`config.mk`:
```
export PLATFORM = sky130hd
export DESIGN_NAME = alu_seq
export DESIGN_NICKNAME = d
export VERILOG_FILES = /design/src/rtl/alu_seq.sv
export SDC_FILE = /design/constraint.sdc
export NUM_CORES = 1
export LEC_CHECK = 0
export ABC_AREA = 1
export ABC_CLOCK_PERIOD_IN_PS = 2830
export CAP_MARGIN = 20
export CORE_ASPECT_RATIO = 1.25
export CORE_MARGIN = 4
export CORE_UTILIZATION = 28
export CTS_CLUSTER_DIAMETER = 40
export DETAILED_ROUTE_END_ITERATION = 16
export SYNTH_ARGS = -nofsm -noshare
export SYNTH_HDL_FRONTEND = slang
export SYNTH_SLANG_ARGS = --single-unit
```
`constraint.sdc`:
```
create_clock -name clk -period 2.83 [get_ports clk]
set_clock_uncertainty 0.05 [all_clocks]
set_input_delay 0.566 -clock clk [delete_from_list [all_inputs] [get_ports clk]]
set_output_delay 0.566 -clock clk [all_outputs]
set_load 0.05 [all_outputs]
```
`src/rtl/alu_seq.sv`:
```
// -----------------------------------------------------------------------------
// alu_seq -- sequential ALU with single-cycle logic/arithmetic ops and
// iterative (one bit per cycle) unsigned multiply and restoring divide.
//
// Ports
//   clk          : clock, all state changes on the rising edge
//   rst_n        : asynchronous active-low reset
//   start        : begin an operation (only looked at in IDLE)
//   OP1, OP2     : operands, latched when start is accepted
//   ALU_Control  : opcode, latched when start is accepted
//   Salida       : result low word (registered)
//   Salida_Hi    : product high word / remainder, 0 for other ops (registered)
//   ZF           : Salida of the last completed op is all zeros
//   div_by_zero  : last completed op was DIVU with OP2 = 0
//   busy         : FSM is in CALC or FIN
//   done         : one-cycle pulse (FIN state) marking fresh results
// -----------------------------------------------------------------------------
module alu_seq #(
  parameter int WIDTH    = 32,
  parameter int OPCODE_W = 4
) (
  input  logic                clk,
  input  logic                rst_n,
  input  logic                start,
  input  logic [WIDTH-1:0]    OP1,
  input  logic [WIDTH-1:0]    OP2,
  input  logic [OPCODE_W-1:0] ALU_Control,
  output logic [WIDTH-1:0]    Salida,
  output logic [WIDTH-1:0]    Salida_Hi,
  output logic                ZF,
  output logic                div_by_zero,
  output logic                busy,
  output logic                done
);

  localparam int CNT_W = (WIDTH > 1) ? $clog2(WIDTH) : 1;
  localparam logic [CNT_W-1:0] LAST_ITER = CNT_W'(WIDTH - 1);

  localparam logic [OPCODE_W-1:0] OP_AND   = OPCODE_W'(4'b0000);
  localparam logic [OPCODE_W-1:0] OP_OR    = OPCODE_W'(4'b0001);
  localparam logic [OPCODE_W-1:0] OP_ADD   = OPCODE_W'(4'b0010);
  localparam logic [OPCODE_W-1:0] OP_SUB   = OPCODE_W'(4'b0110);
  localparam logic [OPCODE_W-1:0] OP_SLTU  = OPCODE_W'(4'b0111);
  localparam logic [OPCODE_W-1:0] OP_SLT   = OPCODE_W'(4'b1000);
  localparam logic [OPCODE_W-1:0] OP_NOR   = OPCODE_W'(4'b1100);
  localparam logic [OPCODE_W-1:0] OP_MULTU = OPCODE_W'(4'b1101);
  localparam logic [OPCODE_W-1:0] OP_DIVU  = OPCODE_W'(4'b1110);

  typedef enum logic [1:0] {
    S_IDLE = 2'd0,
    S_CALC = 2'd1,
    S_FIN  = 2'd2
  } state_t;

  state_t           r_state;
  logic [WIDTH-1:0] r_hi;      // partial product high / running remainder
  logic [WIDTH-1:0] r_lo;      // multiplier -> product low / dividend -> quotient
  logic [WIDTH-1:0] r_opa;     // multiplicand or divisor
  logic             r_is_div;
  logic [CNT_W-1:0] r_cnt;
  logic [WIDTH-1:0] r_salida;
  logic [WIDTH-1:0] r_salida_hi;
  logic             r_zf;
  logic             r_dbz;
  logic             r_busy;
  logic             r_done;

  logic [WIDTH-1:0] w_quick_lo;
  logic [WIDTH-1:0] w_quick_hi;
  logic             w_quick_dbz;
  logic             w_is_mul;
  logic             w_is_div;
  logic             w_start_iter;
  logic [WIDTH:0]   w_add;
  logic [WIDTH:0]   w_rem_sh;
  logic             w_ge;
  logic [WIDTH-1:0] w_diff;
  logic [WIDTH-1:0] w_nxt_hi;
  logic [WIDTH-1:0] w_nxt_lo;

  assign w_is_mul     = (ALU_Control == OP_MULTU);
  assign w_is_div     = (ALU_Control == OP_DIVU);
  // Divide-by-zero is resolved immediately instead of iterating.
  assign w_start_iter = w_is_mul || (w_is_div && (OP2 != '0));

  // Single-cycle results computed straight from the live inputs.
  always_comb begin
    // NOTE: every signal gets a default first so no path leaves it unassigned,
    // which would otherwise infer a latch.
    w_quick_lo  = '0;
    w_quick_hi  = '0;
    w_quick_dbz = 1'b0;
    case (ALU_Control)
      OP_ADD:  w_quick_lo = OP1 + OP2;
      OP_SUB:  w_quick_lo = OP1 - OP2;
      OP_AND:  w_quick_lo = OP1 & OP2;
      OP_OR:   w_quick_lo = OP1 | OP2;
      OP_NOR:  w_quick_lo = ~(OP1 | OP2);
      OP_SLTU: w_quick_lo = {{(WIDTH-1){1'b0}}, (OP1 < OP2)};
      OP_SLT:  w_quick_lo = {{(WIDTH-1){1'b0}}, ($signed(OP1) < $signed(OP2))};
      OP_DIVU: begin
        w_quick_lo  = '1;
        w_quick_hi  = OP1;
        w_quick_dbz = 1'b1;
      end
      default: begin
        w_quick_lo = '0;
      end
    endcase
  end

  // Shift-add multiply step: conditionally add the multiplicand to the high
  // half, then shift the whole {carry, hi, lo} right by one.
  assign w_add = {1'b0, r_hi} + (r_lo[0] ? {1'b0, r_opa} : '0);

  // Restoring divide step: shift the next dividend bit into the remainder and
  // subtract the divisor when it fits. The shifted remainder needs WIDTH+1 bits
  // for the compare, but a successful difference always fits in WIDTH bits.
  assign w_rem_sh = {r_hi, r_lo[WIDTH-1]};
  assign w_ge     = (w_rem_sh >= {1'b0, r_opa});
  assign w_diff   = w_rem_sh[WIDTH-1:0] - r_opa;

  always_comb begin
    w_nxt_hi = w_add[WIDTH:1];
    w_nxt_lo = {w_add[0], r_lo[WIDTH-1:1]};
    if (r_is_div) begin
      w_nxt_hi = w_ge ? w_diff : w_rem_sh[WIDTH-1:0];
      w_nxt_lo = {r_lo[WIDTH-2:0], w_ge};
    end
  end

  always_ff @(posedge clk or negedge rst_n) begin
    if (!rst_n) begin
      r_state     <= S_IDLE;
      r_hi        <= '0;
      r_lo        <= '0;
      r_opa       <= '0;
      r_is_div    <= 1'b0;
      r_cnt       <= '0;
      r_salida    <= '0;
      r_salida_hi <= '0;
      r_zf        <= 1'b0;
      r_dbz       <= 1'b0;
      r_busy      <= 1'b0;
      r_done      <= 1'b0;
    end else begin
      // NOTE: state is updated with non-blocking assignments so every register
      // sees the pre-edge values of the others, independent of statement order.
      case (r_state)
        S_IDLE: begin
          if (start) begin
            r_busy <= 1'b1;
            if (w_start_iter) begin
              r_hi     <= '0;
              r_lo     <= w_is_div ? OP1 : OP2;
              r_opa    <= w_is_div ? OP2 : OP1;
              r_is_div <= w_is_div;
              r_cnt    <= '0;
              r_state  <= S_CALC;
            end else begin
              r_salida    <= w_quick_lo;
              r_salida_hi <= w_quick_hi;
              r_zf        <= (w_quick_lo == '0);
              r_dbz       <= w_quick_dbz;
              r_done      <= 1'b1;
              r_state     <= S_FIN;
            end
          end
        end
        S_CALC: begin
          r_hi  <= w_nxt_hi;
          r_lo  <= w_nxt_lo;
          r_cnt <= r_cnt + 1'b1;
          if (r_cnt == LAST_ITER) begin
            r_cnt       <= '0;
            r_salida    <= w_nxt_lo;
            r_salida_hi <= w_nxt_hi;
            r_zf        <= (w_nxt_lo == '0);
            r_dbz       <= 1'b0;
            r_done      <= 1'b1;
            r_state     <= S_FIN;
          end
        end
        S_FIN: begin
          r_done  <= 1'b0;
          r_busy  <= 1'b0;
          r_state <= S_IDLE;
        end
        default: begin
          r_done  <= 1'b0;
          r_busy  <= 1'b0;
          r_state <= S_IDLE;
        end
      endcase
    end
  end

  assign Salida      = r_salida;
  assign Salida_Hi   = r_salida_hi;
  assign ZF          = r_zf;
  assign div_by_zero = r_dbz;
  assign busy        = r_busy;
  assign done        = r_done;

endmodule

```
==> images/placed.png <==
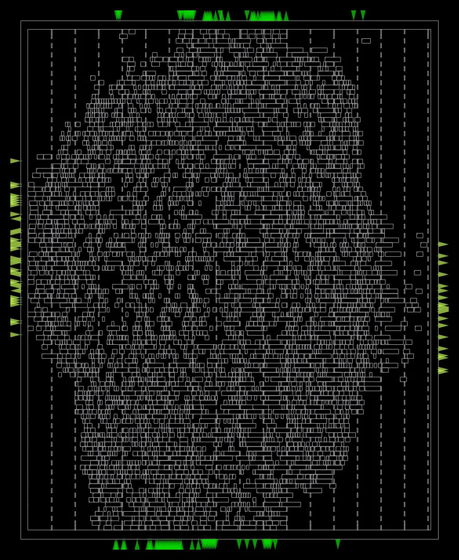
FFs & Latches: 172
FP Rows: 108
Tap Count: 935

==> images/gates.png <==
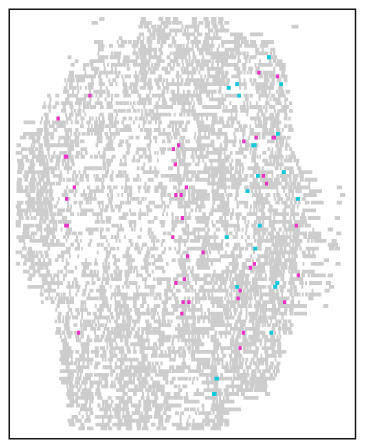
- magenta: and/or cells (cells 38)
- cyan: non-inverting ao/oa cells (cells 20)
Post-Layout Cell Count: 4998
Commonest Layout Cell: nand2_1
multi-input combinational area share: 49.6%

==> images/util_map.png <==
24 x 30 tiles, from white (low) to dark blue (high), 0 to 100% covered.
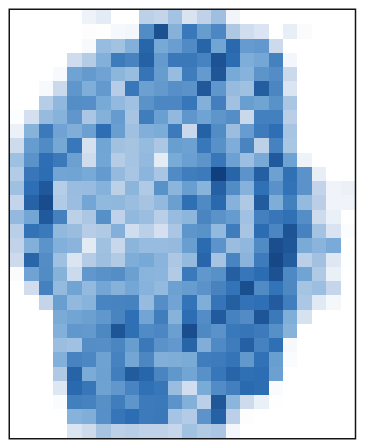
- mean over tiles: 39%
- nearly empty tiles: 23%
- fullest tile: 94%
- tiles over 75% full: 7.9%
fin util: 43.8%
fp util: 28.3%
core region area: 69500 um^2

==> images/m1.png <==
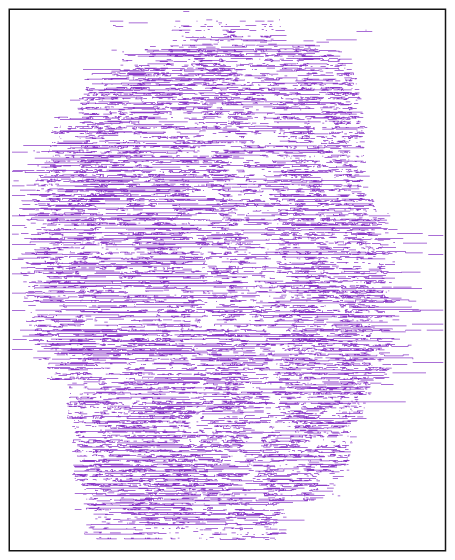
- longest straight run: 78.2 um
- wire length on this layer: 39.5 mm
- share of all routed wire: 41%
- main direction: horizontal
grt met1 use: 30.6%
total number of vias: 24600
detailed-route wire length: 96.9 mm

==> images/m2.png <==
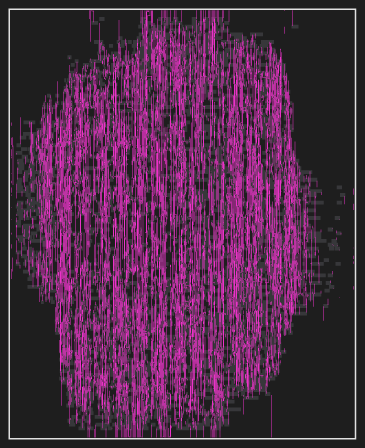
- longest straight run: 93.2 um
- main direction: vertical
- nets with wire on the layer: 3426
- wire length on this layer: 47.3 mm
- share of all routed wire: 49%
met2 Use GR: 43.5%

==> results_slide.txt <==
Flow Results at a Glance

STA
  – Final Setup Violations: 3
  – Slew HR: roughly 58%
  – Fmax: approximately 0.35 GHz
  – Worst Max-Slew Pin Slew: 0.633 ns
  – Fin worst setup slack: -0.0136 ns
  – Part of the cycle the worst path needs: 100%

Synthesis
  – Ys flops: between 150 and 200
  – EDFF count, synth: 0
  – Cells after synthesis: 3301
  – Cell area leaders: dfrtp_1 (22%), nand2_1 (17%), ha_1 (11%), inv_1 (9.2%), nor2_1 (8.0%)
  – Synth top area share: a little over a fifth
  – Syn Std Cell Area: between 15000 and 20000 um^2
  – Synth Seq Share: between 20% and 30%

CTS
  – Late-Pin Clk Latency: around 0.47 ns
  – TritonCTS clock tree: built
  – Hold buffers post-CTS: 0

Critical path
  – Worst Setup Path Type: flip-flop to flip-flop
  – Worst EP arrival: ~3.2 ns
  – CP peak stage delay: 0.42 ns

GRT
  – Maximum number of pins on one net before global-route repair: around 85
  – Total grt overflow: 0
  – Initial antenna violation count: 0
  – GR Layer Usage met3: 1.88%

Route
  – Drt pass-1 iters: 6
  – Post-DR wirelength/cell: between 15 and 20 um
  – DRT antenna net count: 0
  – Violation tally from detailed-route iteration zero: 1706
  – DRC viols: 0
  – Vias/cell: between 4 and 5

Run
  – OpenROAD warnings: between 100 and 150
  – Max_cap viols: 0

Status
  – Failing checks: setup timing
  – Status: finished with violations

Die
  – Chip area: ~75000 um^2

Power
  – Leakage: approximately 0.015 uW
==> repair_timing <==
item / in CTS / in global routing
pin swaps: 27 / 94
endpoints found under the setup margin: 151 / 156
gates resized: 189 / 434
cloned: 0 / 4
hold endpoints to repair: 0 / 0
buffers inserted: 8 / 27
==> area by class of cell <==
class / count / area [um^2]
inverters: 488 / 1850
flip-flops and latches: 172 / 4320
clock inverters: 12 / 160
well taps: 935 / 1170
repair buffers: 852 / 7400
clock buffers: 19 / 443
fillers: 7339 / 39000
multi-input cells: 2520 / 15100
==> metal layers <==
| layer | part of all wire, % | routed length (um) | vias to the layer above |
|---|---|---|---|
| li1 | - | - | 12100 |
| met1 | 41 | 39500 | 11500 |
| met2 | 49 | 47300 | 816 |
| met3 | 4.7 | 4560 | 221 |
| met4 | 5.8 | 5600 | 0 |
| met5 | 0 | 0 | - |
==> where the power goes <==
part / internal (uW) / switching [uW] / total, uW
sequential: 3680 / 1210 / 4890
combinational: 9880 / 13400 / 23200
clock: 1420 / 1140 / 2560
total: 15000 / 15700 / 30700
==> flip-flops by register name, summed over array words and instances (netlist names) <==
register,flops
Salida,32
Salida_Hi,32
ZF,1
busy,1
div_by_zero,1
done,1
r_cnt,5
r_hi,32
r_is_div,1
r_lo,32
r_opa,32
r_state,2
==> synthesized netlist by cell type, types with 28 or more instances <==
master    instances
a211oi_1         31
a21oi_1         173
a31oi_1          36
buf_2            52
clkbuf_1         48
dfrtp_1         172
ha_1            179
inv_1           484
nand2_1         906
nand3_1         240
nand4_1          33
nor2_1          419
nor3_1           29
o21ai_0         281
o31ai_1          29
or2_2            28
==> per-stage QoR <==
step	cells	instance area [um^2]	setup slack, ns
2_1_floorplan	3301	19700	0.0527
3_3_place_gp	4928	27100	-1.11
3_5_place_dp	4928	27100	-1.09
4_1_cts	4967	28500	-0.0315
5_1_grt	4998	30500	-0.135
6_report	4998	30500	-0.0136
==> worst paths after layout <==
path / startpoint / endpoint / slack, ns / cells after the start
max reg2reg: r_lo[0] / Salida_Hi[25] / -0.01 / 14
min reg2reg: Salida[2] / Salida[2] / 0.43 / 2
min in group clk: Salida[2] / Salida[2] / 0.43 / 2
max in group asynchronous: rst_n / r_hi[3] / 1.93 / 2
min: rst_n / r_hi[26] / 0.02 / 1
max: r_lo[0] / Salida_Hi[25] / -0.01 / 14
==> worst reg2reg max path, delay by kind of cell, from the launching register on <==
kind | cells | cell delay [ns]
fa+ha+maj | 1 | 0.31
compound gates | 5 | 0.99
flops | 1 | 0.42
simple gates | 5 | 0.64
buf+inv | 3 | 0.38
==> placed cells by master (no fill, tap or decap), types with 16 or more instances in the layout <==
cell type	count
clkdlybuf4s50_1	93
nor2_4	22
nand4_1	33
nor2_2	52
or2_2	27
inv_1	424
nand3_2	41
nor2_1	348
a31oi_1	35
a21oi_2	50
dlymetal6s2s_1	35
a21oi_1	120
o21ai_1	34
nand3_1	191
buf_4	658
buf_6	16
nor3_1	20
inv_2	62
nand2_2	86
o31ai_1	29
ha_4	70
o21ai_0	248
clkbuf_16	21
buf_12	32
a211oi_1	31
nand2_1	816
dfrtp_1	163
ha_1	103
Power figures rest on the tool's default switching activity, not on a simulated workload.
